### src/rtl/uart_frame_pkg.sv
// Shared definitions for the UART frame parser: FSM state encoding, error codes and default header.
package uart_frame_pkg;

  typedef enum logic [2:0] {
    StIdle,
    StLen,
    StPayload,
    StCsum,
    StDrain
  } state_e;

  localparam logic [1:0] ERR_BAD_LEN  = 2'd1;
  localparam logic [1:0] ERR_BAD_CSUM = 2'd2;
  localparam logic [1:0] ERR_TIMEOUT  = 2'd3;

  localparam logic [7:0] DEFAULT_HEADER = 8'hA5;

endpackage

### src/rtl/uart_frame_parser_if.sv
// Byte-in / payload-out signal bundle of the frame parser; slave is the parser, master the host.
interface uart_frame_parser_if;

  logic [7:0] uart_data_in;
  logic       uart_done;
  logic [7:0] pay_data;
  logic       pay_valid;
  logic       pay_ready;
  logic       pay_last;
  logic       frame_ok;
  logic       frame_err;
  logic [1:0] err_code;
  logic       overrun;
  logic       busy;

  modport slave (
    input  uart_data_in, uart_done, pay_ready,
    output pay_data, pay_valid, pay_last, frame_ok, frame_err, err_code, overrun, busy
  );

  modport master (
    output uart_data_in, uart_done, pay_ready,
    input  pay_data, pay_valid, pay_last, frame_ok, frame_err, err_code, overrun, busy
  );

endinterface

### src/rtl/uart_frame_buf.sv
// Payload buffer: Depth x 8 register array, one write port, combinational read port, no reset.
module uart_frame_buf #(
  parameter int unsigned Depth = 16,
  parameter int unsigned PtrW  = 4
) (
  input  logic            clk,
  input  logic            we,
  input  logic [PtrW-1:0] wr_ptr,
  input  logic [7:0]      wdata,
  input  logic [PtrW-1:0] rd_ptr,
  output logic [7:0]      rdata
);

  logic [7:0] mem [Depth];

  always_ff @(posedge clk) begin
    if (we) begin
      mem[wr_ptr] <= wdata;
    end
  end

  assign rdata = mem[rd_ptr];

endmodule

### src/rtl/uart_frame_parser.sv
// Frame recogniser (header, length, payload, checksum) with buffered, verified payload release.
// Optional inter-byte timeout is compiled in with UART_FRAME_TIMEOUT_EN.
module uart_frame_parser
  import uart_frame_pkg::*;
#(
  parameter logic [7:0]  HEADER         = DEFAULT_HEADER,
  parameter int unsigned MAX_LEN        = 16,
  parameter int unsigned TIMEOUT_CYCLES = 50000
) (
  input  logic               clk,
  input  logic               rst_n,
  uart_frame_parser_if.slave bus
);

  localparam int unsigned CntW = $clog2(MAX_LEN + 1);
  localparam int unsigned PtrW = (MAX_LEN > 1) ? $clog2(MAX_LEN) : 1;

  state_e          state_q, state_d;
  logic [CntW-1:0] len_q, len_d, cnt_q, cnt_d;
  logic [7:0]      acc_q, acc_d;
  logic [PtrW-1:0] rd_ptr_q, rd_ptr_d;
  logic            ok_q, ok_d, err_q, err_d, ovr_q, ovr_d;
  logic [1:0]      code_q, code_d;
  logic            buf_we;
  logic [7:0]      buf_rdata, sum;
  logic            len_ok, pay_valid, pay_last, timeout;

  uart_frame_buf #(
    .Depth (MAX_LEN),
    .PtrW  (PtrW)
  ) u_buf (
    .clk    (clk),
    .we     (buf_we),
    .wr_ptr (cnt_q[PtrW-1:0]),
    .wdata  (bus.uart_data_in),
    .rd_ptr (rd_ptr_q),
    .rdata  (buf_rdata)
  );

  assign len_ok    = (bus.uart_data_in != 8'd0) && (32'(bus.uart_data_in) <= MAX_LEN);
  assign pay_valid = (state_q == StDrain);
  assign pay_last  = pay_valid && (CntW'(rd_ptr_q) == len_q - 1'b1);

`ifdef UART_FRAME_TIMEOUT_EN
  localparam int unsigned TmrW = (TIMEOUT_CYCLES > 1) ? $clog2(TIMEOUT_CYCLES) : 1;

  logic [TmrW-1:0] tmr_q, tmr_d;
  logic            armed;

  assign armed   = state_q inside {StLen, StPayload, StCsum};
  // A byte on the expiry edge wins over the timeout.
  assign timeout = armed && !bus.uart_done && (tmr_q == TmrW'(TIMEOUT_CYCLES - 1));

  always_comb begin
    tmr_d = '0;
    if (armed && !bus.uart_done && (state_d == state_q)) begin
      tmr_d = tmr_q + 1'b1;
    end
  end

  always_ff @(posedge clk or negedge rst_n) begin
    if (!rst_n) begin
      tmr_q <= '0;
    end else begin
      tmr_q <= tmr_d;
    end
  end
`else
  assign timeout = 1'b0;
`endif

  always_comb begin
    state_d  = state_q;
    len_d    = len_q;
    cnt_d    = cnt_q;
    acc_d    = acc_q;
    rd_ptr_d = rd_ptr_q;
    ok_d     = 1'b0;
    err_d    = 1'b0;
    code_d   = 2'd0;
    ovr_d    = 1'b0;
    buf_we   = 1'b0;
    sum      = acc_q + bus.uart_data_in;
    unique case (state_q)
      StIdle: begin
        if (bus.uart_done && (bus.uart_data_in == HEADER)) state_d = StLen;
      end
      StLen: begin
        if (bus.uart_done) begin
          if (len_ok) begin
            len_d   = bus.uart_data_in[CntW-1:0];
            cnt_d   = '0;
            acc_d   = bus.uart_data_in;
            state_d = StPayload;
          end else begin
            err_d   = 1'b1;
            code_d  = ERR_BAD_LEN;
            state_d = StIdle;
          end
        end
      end
      StPayload: begin
        if (bus.uart_done) begin
          buf_we = 1'b1;
          acc_d  = sum;
          cnt_d  = cnt_q + 1'b1;
          if (cnt_d == len_q) state_d = StCsum;
        end
      end
      StCsum: begin
        if (bus.uart_done) begin
          if (sum == 8'd0) begin
            ok_d     = 1'b1;
            rd_ptr_d = '0;
            state_d  = StDrain;
          end else begin
            err_d   = 1'b1;
            code_d  = ERR_BAD_CSUM;
            state_d = StIdle;
          end
        end
      end
      StDrain: begin
        ovr_d = bus.uart_done;
        if (bus.pay_ready) begin
          if (pay_last) begin
            rd_ptr_d = '0;
            state_d  = StIdle;
          end else begin
            rd_ptr_d = rd_ptr_q + 1'b1;
          end
        end
      end
      default: state_d = StIdle;
    endcase
    if (timeout) begin
      err_d   = 1'b1;
      code_d  = ERR_TIMEOUT;
      state_d = StIdle;
    end
  end

  always_ff @(posedge clk or negedge rst_n) begin
    if (!rst_n) begin
      state_q  <= StIdle;
      len_q    <= '0;
      cnt_q    <= '0;
      acc_q    <= '0;
      rd_ptr_q <= '0;
      ok_q     <= 1'b0;
      err_q    <= 1'b0;
      code_q   <= 2'd0;
      ovr_q    <= 1'b0;
    end else begin
      state_q  <= state_d;
      len_q    <= len_d;
      cnt_q    <= cnt_d;
      acc_q    <= acc_d;
      rd_ptr_q <= rd_ptr_d;
      ok_q     <= ok_d;
      err_q    <= err_d;
      code_q   <= code_d;
      ovr_q    <= ovr_d;
    end
  end

  // Buffer is never reset, so mask the read port outside DRAIN.
  assign bus.pay_data  = pay_valid ? buf_rdata : 8'h00;
  assign bus.pay_valid = pay_valid;
  assign bus.pay_last  = pay_last;
  assign bus.frame_ok  = ok_q;
  assign bus.frame_err = err_q;
  assign bus.err_code  = code_q;
  assign bus.overrun   = ovr_q;
  assign bus.busy      = (state_q != StIdle);

endmodule

### src/flat_wrapper.sv
// flat-port wrapper written by rule: the top's interface ports become plain ports
module uart_frame_parser_flat import uart_frame_pkg::*;
#(
  parameter logic [7:0]  HEADER         = DEFAULT_HEADER,
  parameter int unsigned MAX_LEN        = 16,
  parameter int unsigned TIMEOUT_CYCLES = 50000
)
  (clk, rst_n, bus_uart_data_in, bus_uart_done, bus_pay_ready, bus_pay_data, bus_pay_valid, bus_pay_last, bus_frame_ok, bus_frame_err, bus_err_code, bus_overrun, bus_busy);
  uart_frame_parser_if bus_i ();
  input  logic clk;
  input  logic rst_n;
  input wire logic [$bits(bus_i.uart_data_in)-1:0] bus_uart_data_in;
  input wire logic [$bits(bus_i.uart_done)-1:0] bus_uart_done;
  input wire logic [$bits(bus_i.pay_ready)-1:0] bus_pay_ready;
  output wire logic [$bits(bus_i.pay_data)-1:0] bus_pay_data;
  output wire logic [$bits(bus_i.pay_valid)-1:0] bus_pay_valid;
  output wire logic [$bits(bus_i.pay_last)-1:0] bus_pay_last;
  output wire logic [$bits(bus_i.frame_ok)-1:0] bus_frame_ok;
  output wire logic [$bits(bus_i.frame_err)-1:0] bus_frame_err;
  output wire logic [$bits(bus_i.err_code)-1:0] bus_err_code;
  output wire logic [$bits(bus_i.overrun)-1:0] bus_overrun;
  output wire logic [$bits(bus_i.busy)-1:0] bus_busy;
  assign bus_i.uart_data_in = bus_uart_data_in;
  assign bus_i.uart_done = bus_uart_done;
  assign bus_i.pay_ready = bus_pay_ready;
  assign bus_pay_data = bus_i.pay_data;
  assign bus_pay_valid = bus_i.pay_valid;
  assign bus_pay_last = bus_i.pay_last;
  assign bus_frame_ok = bus_i.frame_ok;
  assign bus_frame_err = bus_i.frame_err;
  assign bus_err_code = bus_i.err_code;
  assign bus_overrun = bus_i.overrun;
  assign bus_busy = bus_i.busy;
  uart_frame_parser #(.HEADER(HEADER), .MAX_LEN(MAX_LEN), .TIMEOUT_CYCLES(TIMEOUT_CYCLES)) u_core (.clk(clk), .rst_n(rst_n), .bus(bus_i));
endmodule
### config.mk
export PLATFORM = sky130hd
export DESIGN_NAME = uart_frame_parser_flat
export DESIGN_NICKNAME = d
export VERILOG_FILES = /design/src/rtl/uart_frame_pkg.sv /design/src/rtl/uart_frame_parser_if.sv /design/src/rtl/uart_frame_buf.sv /design/src/rtl/uart_frame_parser.sv /design/src/flat_wrapper.sv
export SDC_FILE = /design/constraint.sdc
export NUM_CORES = 1
export LEC_CHECK = 0
export CAP_MARGIN = 10
export CORE_MARGIN = 3
export CORE_UTILIZATION = 60
export DETAILED_ROUTE_END_ITERATION = 10
export PLACE_DENSITY = 0.79
export SETUP_SLACK_MARGIN = 0.5
export SLEW_MARGIN = 25
export SYNTH_ARGS = -nofsm -noshare
export SYNTH_HDL_FRONTEND = slang
export SYNTH_SLANG_ARGS = --single-unit
### constraint.sdc
create_clock -name clk -period 7.44 [get_ports clk]
set_input_delay 1.116 -clock clk [delete_from_list [all_inputs] [get_ports clk]]
set_output_delay 1.116 -clock clk [all_outputs]
set_load 0.03 [all_outputs]
**The metal 1 layer**

Supply wires on this layer in gray. Cells faint in the background.
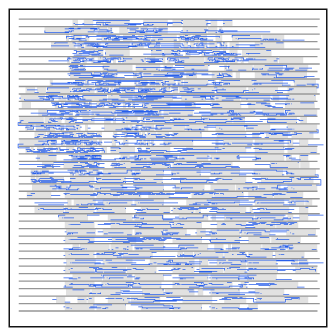
485 nets have wire on it. The longest straight run is 52.0 µm. The wires run mostly horizontal.
via count: 4,059
drt total wl: 15,050 µm
met1 usage: 33.48%

==> reports/results.ini <==
[critical_path]
slowest_stage = mux4_2
cp_num_cells = 5
crit_top_cell = mux4_2
crit_end = bus_pay_data[5]
reg2reg_slack_ns = 4.67
crit_path_end_kind = output pin
worstPathArrival_ns = 3.22
cp_slowest_stage_delay_ns = 0.62
crit_start = u_core.rd_ptr_q[0]
crit_chain = buf_4 -> mux4_2 -> mux4_2 -> and2_1 -> clkdlybuf4s50_1
timing.rr.end = u_core.u_buf.mem[9][3]
required_ns = 6.32
cp_max_fo = 38
regToRegStartpoint = u_core.state_q[0]
ff2ff_path_depth = 4

[power_and_ir_drop]
finalPower_w = 0.002209
clkPwrFrac_pct = 38.5
p_clk_w = 0.000851
power_leader = registers
p_sw_w = 0.0005469
swShare_pct = 24.76
p_seq_share_pct = 46.6
irDropWorstVdd_mv = 0.1732
seq-power_w = 0.00103
pwr-share-comb_pct = 14.9

[finish]
seq_share_pct = 56.72
fin_util_pct = 70.36
layout.area.comb_um2 = 2391
sh_comb_area_pct = 29.51
dominant-cell-class = registers
reg_top3 = u_core.u_buf.mem x128, u_core.acc_q x8
ff_count = 158
layout.nets = 511
regArea_um2 = 4596
final_common_cell = edfxtp_1
syn_to_final_growth_pct = 14.01
num_antenna_cells = 0
fin_cells = 641
drive_gt1_share_pct = 19.28
clock_area_share_pct = 7.165
n_fill_cell = 724
layout_top_cells = edfxtp_1 (128), mux4_2 (40), nand2_1 (34)
buf_share_pct = 3.984
nClkBuffers = 19

[min_path]
hold_end = u_core.acc_q[0]
whs_path_depth = 2
worstHoldStart = u_core.acc_q[0]

[die]
core-area_um2 = 11520
dieWidth_um = 114.8
nWellTaps = 143
rows = 39
fp-utilization_pct = 61.71
dieArea_um2 = 13190

[run]
openroad.warnings = 29
cap_violations = 0

[synthesis]
yosysTopAreaCellShare_pct = 54.08
async_flop_share_pct = 18.99
synthTopCellsByCount = edfxtp_1 (128), mux4_2 (40), nand2_1 (34)
ys_sh_aoi_pct = 5.511
ys_cells = 452
postSynthAreaPerCell_um2 = 15.72
synth.largest_area_cell = edfxtp_1
synth-edff-count = 128
mux_share_pct = 14.47
synth_area_um2 = 7107
simple_gate_share_pct = 9.049
ff_type = edfxtp_1
netlist_instances = 452
fa_ha_area_share_pct = 2.570
area_leaders = edfxtp_1 (54%), mux4_2 (13%), dfrtp_1 (11%)

[sta]
max_slew_margin_pct = 26.75
fmax_mhz = 230.4
rsz0062_at_grt = false
worstMarginPinSlew_ns = 1.095
setup_viol = 0
hold_viol_final = 0
post-route-period-util_pct = 58.33

[cts]
hold_buffers = 0
path_clk_slew_ns = 0.06
cts_root_buffer = clkbuf_16
cts_buffers = 17
cts.repair.resized = 0
tritoncts = built
clock-sinks = 158
clk_latency_ns = 0.42
postCtsSetupRepairBufs = 0
clock_path_buffers = 2
htree_levels = 4

[placed_design]
place_ws_ns = 3.269
dp_cells = 609
dpl-instance-area_um2 = 7520

[grt]
grt_use_met3_pct = 5.316
gr-usage-met2_pct = 41.29
grt_max_degree = 39
grt_antenna_before_repair = 0
grt_use_total_pct = 25.27

[routing]
wl_met2_um = 7647
drtIter0Drc = 497
top_layer = met4
drtAntennaViolNets = 0
drc_errors = 0

[status]
outcome = complete, no violations

**Placement by cell class**

Bar = 20 µm.
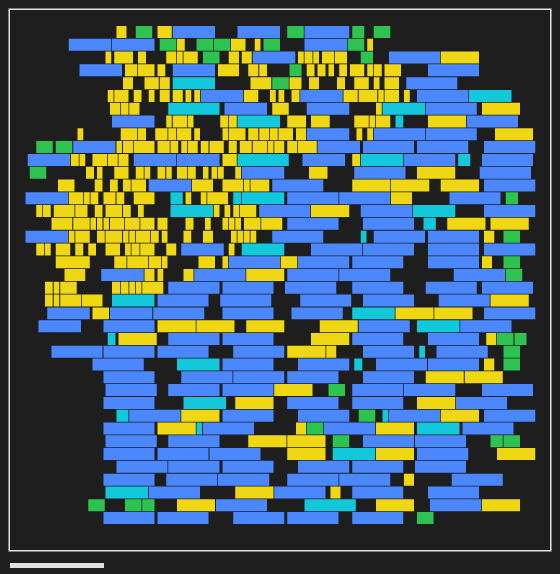
Key: yellow = all other logic [cells 274, share of their area 31%]; green = other buffers and delay cells [cells 34, share of their area 4.1%]; blue = flip-flops [cells 158, share of their area 58%]; cyan = clock drivers and dummy loads [cells 32, share of their area 7.3%]

Power and IR drop assume default switching activity.
